[config.mk]
export PLATFORM = sky130hd
export DESIGN_NAME = bus_addr_router
export DESIGN_NICKNAME = d
export VERILOG_FILES = /design/src/rtl/bus_pkg.sv /design/src/rtl/addr_region_match.sv /design/src/rtl/bus_addr_router.sv
export SDC_FILE = /design/constraint.sdc
export NUM_CORES = 1
export LEC_CHECK = 0
export CAP_MARGIN = 25
export CORE_MARGIN = 2
export CORE_UTILIZATION = 31
export DETAILED_ROUTE_END_ITERATION = 7
export PLACE_DENSITY = 0.62
export SETUP_SLACK_MARGIN = 0.5
export SYNTH_ARGS = -nofsm -noshare
export SYNTH_HDL_FRONTEND = slang
export SYNTH_SLANG_ARGS = --single-unit
export TNS_END_PERCENT = 30
[constraint.sdc]
create_clock -name clk -period 2.3 [get_ports clk]
set_input_delay 0.69 -clock clk [delete_from_list [all_inputs] [get_ports clk]]
set_output_delay 0.69 -clock clk [all_outputs]
set_load 0.01 [all_outputs]
[src/rtl/bus_pkg.sv]
// Shared bus constants, default slave map and router state type.
package bus_pkg;

    localparam int unsigned BUS_ADDR_WIDTH = 14;
    localparam int unsigned BUS_DATA_WIDTH = 8;

    localparam logic [13:0] SLAVE0_BASE = 14'h0000;
    localparam logic [13:0] SLAVE1_BASE = 14'h1000;
    localparam logic [13:0] SLAVE2_BASE = 14'h2000;

    localparam logic [13:0] SLAVE0_SIZE = 14'h1000;
    localparam logic [13:0] SLAVE1_SIZE = 14'h1000;
    localparam logic [13:0] SLAVE2_SIZE = 14'h0800;

    localparam int unsigned DEFAULT_TIMEOUT = 16;

    typedef enum logic [1:0] {
        IDLE   = 2'd0,
        ACTIVE = 2'd1,
        RESP   = 2'd2
    } router_state_e;

    // Index width that stays at least one bit for a single-slave build.
    function automatic int unsigned idx_width(input int unsigned n);
        return (n > 1) ? $clog2(n) : 1;
    endfunction

endpackage

[src/rtl/addr_region_match.sv]
// Combinational base/size region match; the lowest matching index wins.
module addr_region_match
    import bus_pkg::*;
#(
    parameter int unsigned ADDR_WIDTH = BUS_ADDR_WIDTH,
    parameter int unsigned NUM_SLAVES = 3,
    parameter logic [NUM_SLAVES-1:0][ADDR_WIDTH-1:0] SLAVE_BASE =
        {SLAVE2_BASE, SLAVE1_BASE, SLAVE0_BASE},
    parameter logic [NUM_SLAVES-1:0][ADDR_WIDTH-1:0] SLAVE_SIZE =
        {SLAVE2_SIZE, SLAVE1_SIZE, SLAVE0_SIZE},
    parameter int unsigned IDX_WIDTH = idx_width(NUM_SLAVES)
) (
    input  logic [ADDR_WIDTH-1:0] addr_i,
    output logic                  hit_o,
    output logic [NUM_SLAVES-1:0] sel_o,
    output logic [IDX_WIDTH-1:0]  idx_o,
    output logic [ADDR_WIDTH-1:0] local_addr_o
);

    // One extra bit so a region ending at 2^ADDR_WIDTH cannot wrap.
    logic [ADDR_WIDTH:0]  diff  [NUM_SLAVES];
    logic [NUM_SLAVES-1:0] match;

    always_comb begin
        match = '0;
        for (int i = 0; i < NUM_SLAVES; i++) begin
            diff[i]  = {1'b0, addr_i} - {1'b0, SLAVE_BASE[i]};
            match[i] = ({1'b0, addr_i} >= {1'b0, SLAVE_BASE[i]}) &&
                       (diff[i] < {1'b0, SLAVE_SIZE[i]});
        end
    end

    always_comb begin
        hit_o        = 1'b0;
        sel_o        = '0;
        idx_o        = '0;
        local_addr_o = '0;
        for (int i = NUM_SLAVES - 1; i >= 0; i--) begin
            if (match[i]) begin
                hit_o        = 1'b1;
                sel_o        = '0;
                sel_o[i]     = 1'b1;
                idx_o        = IDX_WIDTH'(i);
                local_addr_o = diff[i][ADDR_WIDTH-1:0];
            end
        end
    end

endmodule

[src/rtl/bus_addr_router.sv]
// Registered single-outstanding bus router with decode error and slave timeout.
module bus_addr_router
    import bus_pkg::*;
#(
    parameter int unsigned ADDR_WIDTH = BUS_ADDR_WIDTH,
    parameter int unsigned DATA_WIDTH = BUS_DATA_WIDTH,
    parameter int unsigned NUM_SLAVES = 3,
    parameter logic [NUM_SLAVES-1:0][ADDR_WIDTH-1:0] SLAVE_BASE =
        {SLAVE2_BASE, SLAVE1_BASE, SLAVE0_BASE},
    parameter logic [NUM_SLAVES-1:0][ADDR_WIDTH-1:0] SLAVE_SIZE =
        {SLAVE2_SIZE, SLAVE1_SIZE, SLAVE0_SIZE},
    parameter int unsigned TIMEOUT_CYCLES = DEFAULT_TIMEOUT
) (
    input  logic                  clk,
    input  logic                  rst_n,
    input  logic                  valid_i,
    input  logic [ADDR_WIDTH-1:0] addr_i,
    input  logic [DATA_WIDTH-1:0] wdata_i,
    input  logic                  we_i,
    output logic                  ready_o,
    output logic [DATA_WIDTH-1:0] rdata_o,
    output logic                  err_o,
    output logic [NUM_SLAVES-1:0] slave_sel_o,
    output logic [NUM_SLAVES-1:0] slave_valid_o,
    output logic [ADDR_WIDTH-1:0] slave_addr_o,
    output logic [DATA_WIDTH-1:0] slave_wdata_o,
    output logic                  slave_we_o,
    input  logic [NUM_SLAVES-1:0] slave_ready_i,
    input  logic [DATA_WIDTH-1:0] slave_rdata_i [NUM_SLAVES],
    input  logic [NUM_SLAVES-1:0] slave_err_i,
    output logic                  busy_o,
    output logic                  timeout_o
);

    localparam int unsigned IdxW = idx_width(NUM_SLAVES);
    localparam int unsigned CntW = (TIMEOUT_CYCLES > 1) ? $clog2(TIMEOUT_CYCLES) : 1;
    localparam bit          TimeoutEn = (TIMEOUT_CYCLES > 0);
    localparam logic [CntW-1:0] CntLast = CntW'((TIMEOUT_CYCLES > 0) ? TIMEOUT_CYCLES - 1 : 0);

    logic                  m_hit;
    logic [NUM_SLAVES-1:0] m_sel;
    logic [IdxW-1:0]       m_idx;
    logic [ADDR_WIDTH-1:0] m_local;

    router_state_e         state_q, state_d;
    logic [NUM_SLAVES-1:0] sel_q, sel_d;
    logic [IdxW-1:0]       idx_q, idx_d;
    logic [ADDR_WIDTH-1:0] addr_q, addr_d;
    logic [DATA_WIDTH-1:0] wdata_q, wdata_d;
    logic                  we_q, we_d;
    logic [CntW-1:0]       cnt_q, cnt_d;
    logic [DATA_WIDTH-1:0] rdata_q, rdata_d;
    logic                  err_q, err_d;
    logic                  to_q, to_d;

    addr_region_match #(
        .ADDR_WIDTH (ADDR_WIDTH),
        .NUM_SLAVES (NUM_SLAVES),
        .SLAVE_BASE (SLAVE_BASE),
        .SLAVE_SIZE (SLAVE_SIZE),
        .IDX_WIDTH  (IdxW)
    ) u_match (
        .addr_i       (addr_i),
        .hit_o        (m_hit),
        .sel_o        (m_sel),
        .idx_o        (m_idx),
        .local_addr_o (m_local)
    );

    always_comb begin
        state_d = state_q;
        sel_d   = sel_q;
        idx_d   = idx_q;
        addr_d  = addr_q;
        wdata_d = wdata_q;
        we_d    = we_q;
        cnt_d   = cnt_q;
        rdata_d = rdata_q;
        err_d   = err_q;
        to_d    = to_q;
        unique case (state_q)
            IDLE: begin
                if (valid_i) begin
                    if (m_hit) begin
                        state_d = ACTIVE;
                        sel_d   = m_sel;
                        idx_d   = m_idx;
                        addr_d  = m_local;
                        wdata_d = wdata_i;
                        we_d    = we_i;
                        cnt_d   = '0;
                    end else begin
                        state_d = RESP;
                        rdata_d = '0;
                        err_d   = 1'b1;
                        to_d    = 1'b0;
                    end
                end
            end
            ACTIVE: begin
                // A ready on the final allowed cycle beats the timeout.
                if (slave_ready_i[idx_q]) begin
                    state_d = RESP;
                    rdata_d = slave_rdata_i[idx_q];
                    err_d   = slave_err_i[idx_q];
                    to_d    = 1'b0;
                end else if (TimeoutEn && (cnt_q == CntLast)) begin
                    state_d = RESP;
                    rdata_d = '0;
                    err_d   = 1'b1;
                    to_d    = 1'b1;
                end else begin
                    cnt_d = cnt_q + 1'b1;
                end
            end
            RESP: begin
                state_d = IDLE;
                sel_d   = '0;
            end
            default: state_d = IDLE;
        endcase
    end

    always_ff @(posedge clk or negedge rst_n) begin
        if (!rst_n) begin
            state_q <= IDLE;
            sel_q   <= '0;
            idx_q   <= '0;
            addr_q  <= '0;
            wdata_q <= '0;
            we_q    <= 1'b0;
            cnt_q   <= '0;
            rdata_q <= '0;
            err_q   <= 1'b0;
            to_q    <= 1'b0;
        end else begin
            state_q <= state_d;
            sel_q   <= sel_d;
            idx_q   <= idx_d;
            addr_q  <= addr_d;
            wdata_q <= wdata_d;
            we_q    <= we_d;
            cnt_q   <= cnt_d;
            rdata_q <= rdata_d;
            err_q   <= err_d;
            to_q    <= to_d;
        end
    end

    // Response fields are only presented during the single RESP cycle.
    assign ready_o       = (state_q == RESP);
    assign rdata_o       = ready_o ? rdata_q : '0;
    assign err_o         = ready_o & err_q;
    assign timeout_o     = ready_o & to_q;
    assign busy_o        = (state_q != IDLE);
    assign slave_sel_o   = sel_q;
    assign slave_valid_o = (state_q == ACTIVE) ? sel_q : '0;
    assign slave_addr_o  = addr_q;
    assign slave_wdata_o = wdata_q;
    assign slave_we_o    = we_q;

endmodule

Figure 1. Cell area per tile.
Drawn at 4 px/um. The die is cut into 9 by 9 equal tiles; black is low, pale yellow is high, 0 to 100% covered.
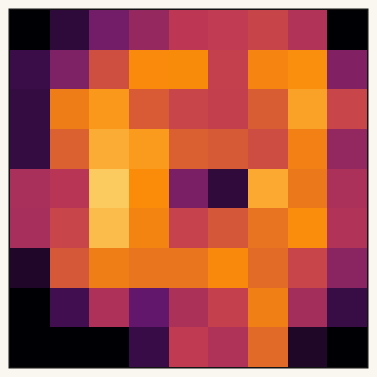
nearly empty tiles = 8.6%
tiles over 75% full = 11%
mean over tiles = 48%

Figure 2. Placed cells, one colour a class.
Drawn at 3 px/um.
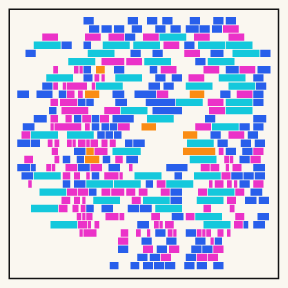
cyan -> sequential cells  # cells 44, share of their area 29%
blue -> remaining buffers and delay cells  # cells 137, share of their area 37%
magenta -> combinational and other logic  # cells 140, share of their area 31%
orange -> clock drivers and dummy loads  # cells 8, share of their area 3.0%

## power by group
part / leakage (nW) / switching [mW] / internal (mW)
logic: 1.31 / 0.862 / 1.40
registers: 0.549 / 0.251 / 1.10
clock network: 0.0548 / 0.275 / 0.327
total: 1.91 / 1.39 / 2.83
## sequential cells by signal, summed over array words and instances (netlist names)
signal / count
idx_q: 2
rdata_q: 8
slave_addr_o: 14
slave_wdata_o: 8
to_q: 1
slave_we_o: 1
err_q: 1
slave_sel_o: 3
state_q: 2
cnt_q: 4
## per-layer routing
layer  vias to the layer above  share of wire, %  track usage [%]
met5                         -                 0                0
met4                         0              0.85             3.66
met3                         7               5.5             3.60
met2                        53                48             24.7
met1                       925                45             20.9
li1                        954                 -                -
==> run notes <==
Setup repair after global routing could not meet its margin everywhere. Sequential area share after synthesis: 48.8%. The die is 89.3 um tall.

After the first detailed-routing iteration, the DRC count stood at 77. The run gives 0.509 GHz for the timing-limited maximum frequency. According to the timing report, the critical path is launched from state_q[0].

The clock net in this run drives a total of 44 sinks. The area share of the leading cell type in the synthesized netlist was 48.8%; the post-route setup TNS was 0 ns. In the synthesis report, Yosys lists the chip area as 2250 um2. Traced cell by cell, the critical path runs through nor2b_4, buf_6, and2_4, buf_6.

The first global-routing pass estimated 9430 um of wire. The cell type with the largest total area is sky130_fd_sc_hd__dfrtp_1. The post-synth count of flops with an enable pin is 0. After layout, the buffer instance count without clock buffers stands at 137. With the first-pass iteration count of the detailed router at 5, the number of warning messages in the yosys log is 0. With the maximum cell stage delay along the critical path at 0.44 ns, the maximum VDD drop is 0.564 mV.

Dividing the synthesized area by the synthesized cell count gives 11.6 um2. For the leakage component of the power, the log shows 1.91 nW. With the number of global-route vias before repair at 1939, the number of nets at the end of the flow is 387. Per the layout area report, the sequential fraction of cell area is 27.8%. Number of failing hold endpoints at the final stage: 0. The kind of end point of the critical path is a primary output. 0 antenna diodes ended up in the layout. Looking at the area split, the leading class of cells is non-clock buffers. The clock network area share is 2.91%, and the number of port buffers is 96.

For reference, the top logic cell family by area is multiplexers. The clock-pin slew of the registers on the worst-case setup and hold paths was 0.09 ns. For reference, the top cells by area after synthesis are sky130_fd_sc_hd__dfrtp_1 49%, sky130_fd_sc_hd__mux2_4 9.3%, sky130_fd_sc_hd__mux2i_1 4.4%. The area taken by sequential standard cells is reported as 1100 um2.

The flow ran to the end, and the final reports show no timing, DRC or antenna violations. The area of the multi-input gates is 1160 um2.
Power is estimated from default activity; no workload was simulated.
